Fig. 1: run 1, the metal 1 layer
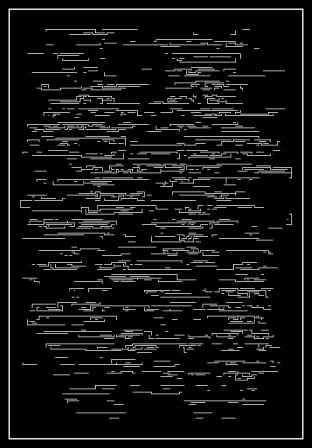
Fig. 2: run 1, metal 2
The bar under the picture is 20 um long. Cells faint in the background.
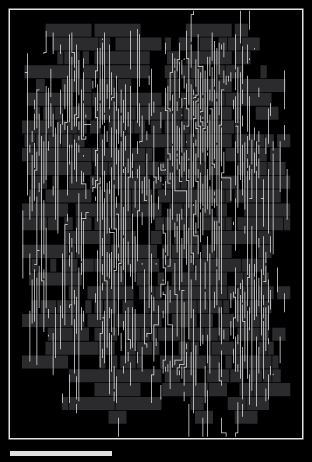
Fig. 3: run 1, metal 3
The bar under the picture is 20 um long.
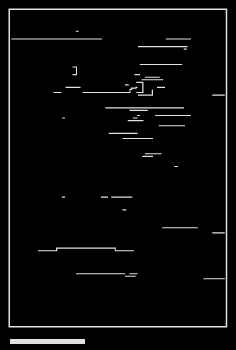
Fig. 4: run 1, met4 routing
Cells faint in the background.
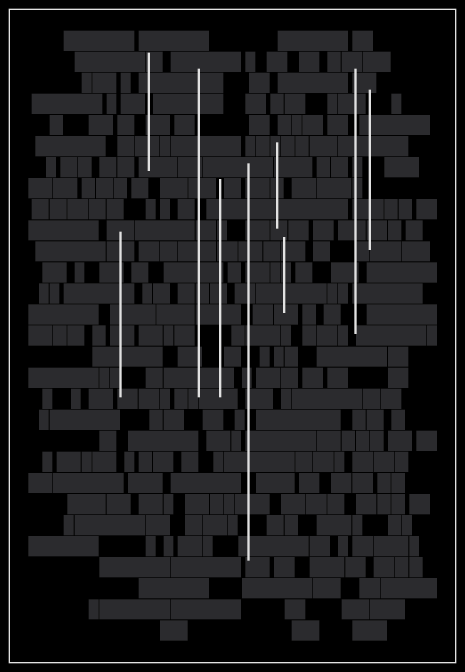
### src/rtl/morse_digit_player.sv
// Plays one captured decimal digit as International Morse code on a single LED.
// The switch-driven start input is synchronised and edge-detected; abort and reset stop playback at once.
module morse_digit_player #(
  parameter int UNIT_CYCLES = 12500000,
  parameter int CNT_W       = 24
) (
  input  logic       clock,
  input  logic       reset,
  input  logic [3:0] digit,
  input  logic       start,
  input  logic       abort,
  output logic       led,
  output logic       busy,
  output logic       done,
  output logic       error,
  output logic       is_dash
);

  typedef enum logic [1:0] {IDLE, MARK, SPACE, GAP} state_e;

  state_e           state_q;
  logic [CNT_W-1:0] cnt_q;
  logic [1:0]       units_q;
  logic [2:0]       sym_q;
  logic [4:0]       pat_q;
  logic [2:0]       sync_q;

  logic       start_evt;
  logic       unit_done;
  logic       last_unit;
  logic       nxt_dash;
  logic [4:0] dec_p;

  // Bit 4 is the first symbol sent; 1 means dash.
  function automatic logic [4:0] decode(input logic [3:0] d);
    logic [4:0] p;
    p = '0;
    if (d == 4'd0) begin
      p = 5'b11111;
    end else if (d <= 4'd5) begin
      for (int j = 0; j < 5; j++) p[4-j] = (j >= int'(d));
    end else begin
      for (int j = 0; j < 5; j++) p[4-j] = (j < int'(d) - 5);
    end
    return p;
  endfunction

  assign dec_p     = decode(digit);
  assign start_evt = sync_q[1] & ~sync_q[2];
  assign unit_done = (cnt_q == CNT_W'(UNIT_CYCLES - 1));
  assign last_unit = unit_done && (units_q == 2'd1);
  assign nxt_dash  = pat_q[3'd3 - sym_q];

  always_ff @(posedge clock or negedge reset) begin
    if (!reset) begin
      state_q <= IDLE;
      cnt_q   <= '0;
      units_q <= '0;
      sym_q   <= '0;
      pat_q   <= '0;
      sync_q  <= '0;
      led     <= 1'b0;
      busy    <= 1'b0;
      done    <= 1'b0;
      error   <= 1'b0;
      is_dash <= 1'b0;
    end else begin
      sync_q <= {sync_q[1:0], start};
      done   <= 1'b0;
      if (abort) begin
        state_q <= IDLE;
        cnt_q   <= '0;
        units_q <= '0;
        sym_q   <= '0;
        led     <= 1'b0;
        busy    <= 1'b0;
      end else begin
        // Shared unit timer for all playing states; transitions below override units_q.
        if (state_q != IDLE) begin
          cnt_q <= unit_done ? '0 : cnt_q + CNT_W'(1);
          if (unit_done) units_q <= units_q - 2'd1;
        end
        case (state_q)
          IDLE: begin
            if (start_evt) begin
              if (digit <= 4'd9) begin
                pat_q   <= dec_p;
                sym_q   <= '0;
                error   <= 1'b0;
                state_q <= MARK;
                cnt_q   <= '0;
                units_q <= dec_p[4] ? 2'd3 : 2'd1;
                led     <= 1'b1;
                busy    <= 1'b1;
                is_dash <= dec_p[4];
              end else begin
                error <= 1'b1;
              end
            end
          end
          MARK: begin
            if (last_unit) begin
              led <= 1'b0;
              if (sym_q == 3'd4) begin
                state_q <= GAP;
                units_q <= 2'd3;
              end else begin
                state_q <= SPACE;
                units_q <= 2'd1;
              end
            end
          end
          SPACE: begin
            if (last_unit) begin
              sym_q   <= sym_q + 3'd1;
              state_q <= MARK;
              units_q <= nxt_dash ? 2'd3 : 2'd1;
              led     <= 1'b1;
              is_dash <= nxt_dash;
            end
          end
          GAP: begin
            if (last_unit) begin
              state_q <= IDLE;
              busy    <= 1'b0;
              done    <= 1'b1;
            end
          end
          default: state_q <= IDLE;
        endcase
      end
    end
  end

endmodule

### config.mk
export PLATFORM = sky130hd
export DESIGN_NAME = morse_digit_player
export DESIGN_NICKNAME = d
export VERILOG_FILES = /design/src/rtl/morse_digit_player.sv
export SDC_FILE = /design/constraint.sdc
export NUM_CORES = 1
export LEC_CHECK = 0
export CORE_ASPECT_RATIO = 1.5
export CORE_MARGIN = 2
export CORE_UTILIZATION = 60
export CTS_BUF_LIST = sky130_fd_sc_hd__clkbuf_4 sky130_fd_sc_hd__clkbuf_8 sky130_fd_sc_hd__clkbuf_16
export CTS_CLUSTER_DIAMETER = 40
export DETAILED_ROUTE_END_ITERATION = 6
export HOLD_SLACK_MARGIN = 0.05
export PLACE_DENSITY = 0.8
export SYNTH_ARGS = -nofsm -noshare
export SYNTH_HDL_FRONTEND = slang
export SYNTH_SLANG_ARGS = --single-unit
export TNS_END_PERCENT = 5
### constraint.sdc
create_clock -name clock -period 2.2 [get_ports clock]
set_input_delay 0.44 -clock clock [delete_from_list [all_inputs] [get_ports clock]]
set_output_delay 0.44 -clock clock [all_outputs]
set_load 0.1 [all_outputs]
==> flow_metrics.py, run 1 <==
# Generated from Yosys and OpenROAD reports
metrics = {
    "setup_path": {
        "critical_path_depth": 6,
        "critical_path.endpoint_type": "register",
        "launch_point_of_the_worst_reg_to_reg_path": "cnt_q[0]",
        "critPathLaunchType": "register",
        "crit_path_max_fanout": 5,
        "cp_top_family": "simple AND/OR/NAND/NOR gates",
        "crit_slowest_cell": "sky130_fd_sc_hd__dfrtp_1",
        "setup.reg_to_reg.worst_slack_ns": 0.13,
        "path_common_cell": "sky130_fd_sc_hd__nand4_1",
    },
    "layout": {
        "clock_buffer_count": 5,
        "multiInputCombCellCount": 211,
        "logic_area_mm2": 0.00141,
        "filler_cell_count": 291,
        "regMostFlops": "cnt_q",
        "post_route_cells_drive_above_1_share": 0.194,
        "final_common_cell": "sky130_fd_sc_hd__dfrtp_1",
        "buffer_area_frac": 0.111,
    },
    "status": {
        "outcome": "finished, final reports clean",
    },
    "place": {
        "numPlacedInstances": 352,
        "place_hpwl_um": 4320,
        "post_dp_cell_area_mm2": 0.00292,
        "port_buffers": 12,
    },
    "synthesis": {
        "ys_async_sr_fraction": 1.00,
        "synthFlopType": "sky130_fd_sc_hd__dfrtp_1",
        "ys_ff": 44,
        "synth-cells-yosys": 273,
        "syn-mean-instance-area_um2": 9.43,
        "mux_share": 0.0204,
        "enable_flop_cells": 0,
        "synth.cellmix.simpleShare": 0.261,
    },
    "cts": {
        "clk_pin_slew_ns": 0.09,
        "clock_latency_ns": 0.30,
    },
    "final_timing": {
        "tightestPinTransition_ns": 0.530,
        "finalSetupViolCount": 0,
        "fin_tns_setup_ns": 0,
        "timing.clock.skew_ns": 0.0131,
        "worst_hold_slack_ns": 0.106,
    },
    "power": {
        "switchingPower_mw": 0.526,
        "power_switching_share": 0.271,
        "cell_internal_pwr_mw": 1.41,
    },
    "floorplan": {
        "num_rows": 29,
        "ioPinCount": 13,
    },
    "global_route": {
        "vias_in_the_first_global_route": 2380,
    },
}
Notes on Fig. 1 above:
nets with wire on the layer	302
longest straight run	17.9 um

Notes on Fig. 2 above:
wire length on this layer	3260 um
main direction	vertical
share of all routed wire	53%
nets with wire on the layer	282
longest straight run	33.1 um
aggregate routed wire length: 6100 um
met2 Track Usage GR: 0.480
total number of vias: 2227

Notes on Fig. 3 above:
share of all routed wire	4.0%
nets with wire on the layer	27
main direction	horizontal
wire length on this layer	245 um
longest straight run	23.9 um
Global Route met3 Usage: 0.0447

Notes on Fig. 4 above:
main direction	vertical
share of all routed wire	3.8%

-- run 1: cells in the mapped netlist (2+ instances only) --
cell type	instances	area, um^2
sky130_fd_sc_hd__nor3_1	8	40.0
sky130_fd_sc_hd__dfrtp_1	44	1100
sky130_fd_sc_hd__buf_2	2	10.0
sky130_fd_sc_hd__nor2_2	2	12.5
sky130_fd_sc_hd__xor2_1	18	158
sky130_fd_sc_hd__nor4_1	4	25.0
sky130_fd_sc_hd__and4_1	2	17.5
sky130_fd_sc_hd__nand3_1	11	55.1
sky130_fd_sc_hd__a211oi_1	3	22.5
sky130_fd_sc_hd__nor2b_1	4	25.0
sky130_fd_sc_hd__o21bai_1	3	22.5
sky130_fd_sc_hd__xnor2_1	6	52.6
sky130_fd_sc_hd__nand2_1	21	78.8
sky130_fd_sc_hd__ha_1	8	100
sky130_fd_sc_hd__nand4_1	13	81.3
sky130_fd_sc_hd__nor2_1	30	113
sky130_fd_sc_hd__a21oi_1	18	90.1
sky130_fd_sc_hd__or2_2	2	12.5
sky130_fd_sc_hd__o21ai_0	6	30.0
sky130_fd_sc_hd__clkbuf_1	5	18.8
sky130_fd_sc_hd__a21o_1	4	30.0
sky130_fd_sc_hd__o2111ai_1	2	17.5
sky130_fd_sc_hd__inv_1	9	33.8
sky130_fd_sc_hd__nand2b_1	6	37.5
sky130_fd_sc_hd__buf_6	2	22.5
sky130_fd_sc_hd__mux2i_1	3	30.0
sky130_fd_sc_hd__nor4_4	2	42.5
sky130_fd_sc_hd__and3_1	6	37.5
sky130_fd_sc_hd__o21a_1	3	22.5
-- run 1: per-layer routing --
metal / GRT usage / routed length (um) / up-vias
li1: - / - / 1053
met1: 0.292 / 2370 / 1083
met2: 0.480 / 3260 / 72
met3: 0.0447 / 244 / 19
met4: 0.171 / 231 / 0
met5: 0 / 0 / -
Fig. 5: run 1, congestion heat map
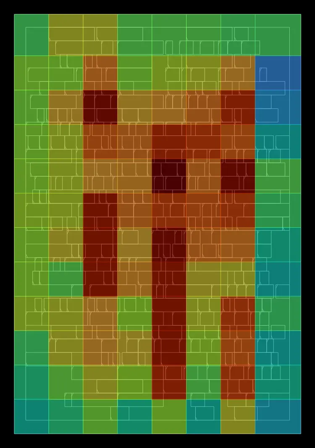

==> inputs of run 2 (changes only) <==
REMOVE_ABC_BUFFERS = 1   (was not set)
Fig. 6: run 2, congestion heat map
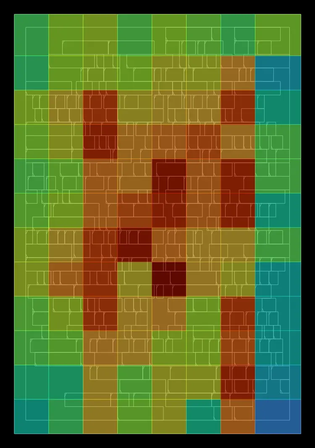
met2 Track Usage GR: 0.462
Global Route met3 Usage: 0.0416
Routed wire per std cell: 16.3 um
overall track demand over capacity in global routing: 0.262

Fig. 7: run 2, metal 2
The bar under the picture is 20 um long. Cells faint in the background.
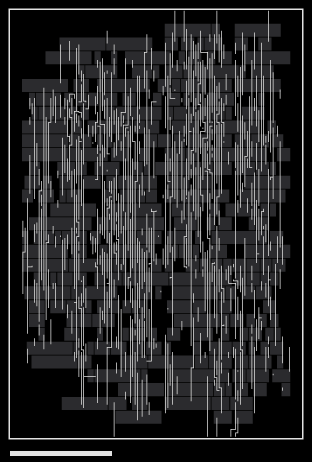
wire length on this layer	3170 um
share of all routed wire	54%
longest straight run	39.8 um
nets with wire on the layer	279
main direction	vertical

==> flow_metrics.py, run 2 <==
# Generated from Yosys and OpenROAD reports
metrics = {
    "synthesis": {
        "synthDominantCellAreaShare": 0.428,
        "synth-cells-yosys": 273,
        "synthFlopType": "sky130_fd_sc_hd__dfrtp_1",
        "synthTopCellsByCount": "44 x sky130_fd_sc_hd__dfrtp_1, 30 x sky130_fd_sc_hd__nor2_1, 21 x sky130_fd_sc_hd__nand2_1, 18 x sky130_fd_sc_hd__a21oi_1, 18 x sky130_fd_sc_hd__xor2_1",
        "ys_ff": 44,
        "cell_type_with_the_largest_total_area_after_synthesis": "sky130_fd_sc_hd__dfrtp_1",
        "enable_flop_cells": 0,
        "ys_async_sr_fraction": 1.00,
        "syn-mean-instance-area_um2": 9.43,
        "synth_top_cell_by_count": "sky130_fd_sc_hd__dfrtp_1",
        "synth.area.top_cells": "sky130_fd_sc_hd__dfrtp_1 43%, sky130_fd_sc_hd__xor2_1 6.1%, sky130_fd_sc_hd__nor2_1 4.4%, sky130_fd_sc_hd__ha_1 3.9%, sky130_fd_sc_hd__a21oi_1 3.5%",
    },
    "cts": {
        "clk_pin_slew_ns": 0.09,
        "ctsHtreeMaxLevel": 2,
        "numCtsBuffers": 5,
        "cts_resized": 0,
    },
    "setup_path": {
        "crit_path_max_fanout": 4,
        "critical_path.endpoint_type": "register",
        "critPathLaunchType": "register",
    },
    "layout": {
        "filler_cell_count": 307,
        "regMostFlops": "cnt_q",
        "final_common_cell": "sky130_fd_sc_hd__dfrtp_1",
        "post_route_cells_drive_above_1_share": 0.196,
        "logic_area_mm2": 0.00141,
    },
    "final_timing": {
        "tightestPinTransition_ns": 0.498,
        "fin_tns_setup_ns": 0,
        "timing.clock.skew_ns": 0.00854,
        "finalSetupViolCount": 0,
        "achievable-frequency_ghz": 0.484,
        "worst_hold_slack_ns": 0.0948,
    },
    "place": {
        "post_dp_cell_area_mm2": 0.00292,
        "numPlacedInstances": 353,
        "port_buffers": 12,
        "place_hpwl_um": 4290,
    },
    "route": {
        "vias": 2167,
        "route.detailed.drc": 0,
        "first_pass_iters": 4,
        "drt_wl_total_um": 5910,
    },
    "floorplan": {
        "ioPinCount": 13,
        "num_rows": 29,
    },
    "flow_run": {
        "log.warning_count": 30,
    },
    "global_route": {
        "vias_in_the_first_global_route": 2177,
    },
    "status": {
        "outcome": "finished, final reports clean",
    },
}
## run 2: area by class of cell
class / count / area share
Tap cell: 46 / 0.0189
Clock buffer: 8 / 0.0321
Timing Repair Buffer: 43 / 0.110
Sequential cell: 44 / 0.362
Multi-Input combinational cell: 211 / 0.464
Inverter: 10 / 0.0124
## run 2: cells by family (layout without fill, tap and decap cells)
family | count (synthesis) | in the layout | synth area share
DFF | 44 | 44 | 0.428
adders and majority gates | 8 | 8 | 0.0389
and+or+nand+nor | 121 | 121 | 0.261
xor gates and xnor gates | 24 | 24 | 0.0817
muxes | 5 | 5 | 0.0204
buffers and inverters | 19 | 61 | 0.0345
AOI/OAI and AO/OA | 52 | 53 | 0.136
## run 2: worst max-delay path: cells and delay by family (launching register included)
kind	cells	cell delay, ns
flip-flops	1	0.41
AND/OR/NAND/NOR	2	0.83
AND-OR/OR-AND	3	0.47
adder cells (fa/ha/maj)	1	0.22
## run 2: per-layer routing
metal / vias up / track usage / share of wire
li1: 1054 / - / -
met1: 1053 / 0.310 / 0.40
met2: 46 / 0.462 / 0.54
met3: 14 / 0.0416 / 0.035
met4: 0 / 0.110 / 0.030
met5: - / 0 / 0
## run 2: where the power goes
group | internal [mW] | switching [mW] | total (mW) | leakage, nW
logic | 0.114 | 0.218 | 0.333 | 0.730
clock network | 0.281 | 0.277 | 0.558 | 0.0523
registers | 0.854 | 0.0320 | 0.886 | 0.587
## run 2: path summary, 6_finish.rpt
path,endpoint,cells past startpoint,slack [ns],startpoint
min in group clock,sync_q[1],0,0.36,sync_q[0]
min reg2reg,sync_q[1],0,0.36,sync_q[0]
max,units_q[1],6,0.14,cnt_q[0]
max reg2reg,units_q[1],6,0.14,cnt_q[0]
max in group asynchronous,cnt_q[16],2,1.55,reset
min,pat_q[0],1,0.09,reset
Fig. 8: run 2, met4 routing
Cells faint in the background.
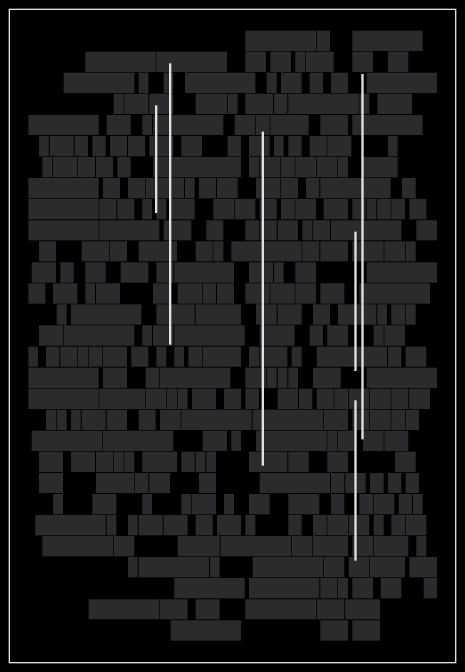

==> inputs of run 3 (changes only) <==
MAX_ROUTING_LAYER = met4   (was not set)
Fig. 9: run 3, met4 routing
Cells faint in the background.
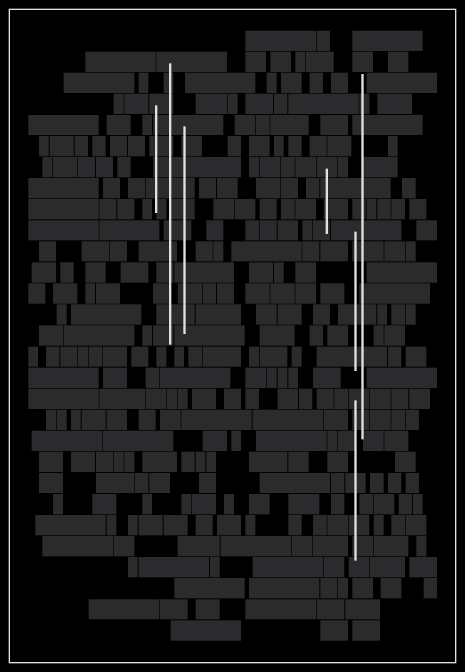
main direction	vertical
longest straight run	46.9 um
wire length on this layer	169 um
share of all routed wire	2.9%

==> flow_metrics.py, run 3 <==
# Generated from Yosys and OpenROAD reports
metrics = {
    "layout": {
        "layout.cell_area.non_filler_mm2": 0.00304,
        "final_common_cell": "sky130_fd_sc_hd__dfrtp_1",
        "regMostFlops": "cnt_q",
        "post_route_cells_drive_above_1_share": 0.196,
    },
    "route": {
        "topRoutingLayerUsed": "met4",
        "first_pass_iters": 4,
        "wl_met2_um": 3160,
        "routedWlPerCell_um": 16.3,
        "routed-wl-met3_um": 270,
        "wl_met1_um": 2320,
    },
    "synthesis": {
        "synthTopCellsByCount": "44 x sky130_fd_sc_hd__dfrtp_1, 30 x sky130_fd_sc_hd__nor2_1, 21 x sky130_fd_sc_hd__nand2_1, 18 x sky130_fd_sc_hd__a21oi_1, 18 x sky130_fd_sc_hd__xor2_1",
        "ys_ff": 44,
        "synth-cells-yosys": 273,
        "synthFlopType": "sky130_fd_sc_hd__dfrtp_1",
        "ys_async_sr_fraction": 1.00,
        "synthDominantCellAreaShare": 0.428,
        "synth_top_cell_by_count": "sky130_fd_sc_hd__dfrtp_1",
    },
    "setup_path": {
        "endpoint_of_the_worst_register_to_register_path": "units_q[1]",
        "crit_path_max_fanout": 4,
        "setup.reg_to_reg.worst_slack_ns": 0.12,
        "ff2ff_path_depth": 6,
    },
    "status": {
        "outcome": "finished, final reports clean",
    },
    "global_route": {
        "global_route.peak_usage_layer": "met2",
        "groute.usage.overall": 0.270,
        "use_met1": 0.310,
        "global_route.usage.met3": 0.0416,
    },
    "floorplan": {
        "ioPinCount": 13,
        "num_rows": 29,
    },
    "place": {
        "port_buffers": 12,
        "place_hpwl_um": 4290,
        "numPlacedInstances": 353,
        "post_dp_cell_area_mm2": 0.00292,
    },
    "final_timing": {
        "worst_hold_slack_ns": 0.0959,
        "tightestPinTransition_ns": 0.494,
        "fin_tns_setup_ns": 0,
        "timing.clock.skew_ns": 0.00541,
        "finalSetupViolCount": 0,
    },
    "cts": {
        "numCtsBuffers": 5,
        "ctsHtreeMaxLevel": 2,
        "clock_latency_ns": 0.30,
    },
}
Fig. 10: run 3, metal 3
The bar under the picture is 20 um long.
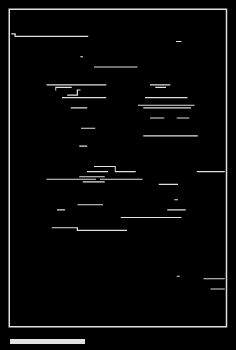
main direction	horizontal
longest straight run	19.3 um
share of all routed wire	4.6%
aggregate routed wire length: 5910 um
total number of vias: 2179

[run 3: cell counts after synthesis]
No cell type changed its count.
[run 3: critical path, cell delays in order (launching register included)]
cell and delay (ns):
sky130_fd_sc_hd__dfrtp_1 0.42, sky130_fd_sc_hd__ha_2 0.22, sky130_fd_sc_hd__nand4_1 0.27, sky130_fd_sc_hd__or4_4 0.58
sky130_fd_sc_hd__a2bb2oi_1 0.14, sky130_fd_sc_hd__o2111ai_1 0.19, sky130_fd_sc_hd__o311ai_1 0.13
[run 3: how the worst max path moves through the flow]
| stage | slack (ns) | startpoint | endpoint |
|---|---|---|---|
| after global placement | -0.17 | digit[0] | units_q[1] |
| final | 0.12 | cnt_q[0] | units_q[1] |
| after global routing | -0.01 | cnt_q[0] | units_q[1] |
| after CTS | -0.008 | cnt_q[22] | cnt_q[17] |
| after floorplan | 0.18 | digit[0] | units_q[1] |
| after detailed placement | -0.24 | digit[0] | units_q[1] |
[run 3: cells by family after synthesis]
kind of cell / after synthesis / share of synthesized area
AOI/OAI and AO/OA: 52 / 0.136
muxes: 5 / 0.0204
DFF: 44 / 0.428
buffers and inverters: 19 / 0.0345
and+or+nand+nor: 121 / 0.261
adders and majority gates: 8 / 0.0389
xor gates and xnor gates: 24 / 0.0817
[run 3: what timing repair did]
action                     CTS  global route
resized                      0             5
pin swaps                    7             1
gates cloned                 0             1
setup endpoints to repair   21            25
[run 3: cell type report]
class	count	area (um^2)
Multi-Input combinational cell	211	1410
Fill cell	307	1130
Sequential cell	44	1100
Timing Repair Buffer	43	335
Clock buffer	8	97.6
Tap cell	46	57.6
Inverter	10	37.5
[run 3: report_power, final]
group	internal (mW)	switching, mW	total [mW]
clock network	0.281	0.273	0.554
logic	0.114	0.219	0.333
registers	0.854	0.0320	0.886
No activity file was given, so power comes from the tool's default toggle rates.
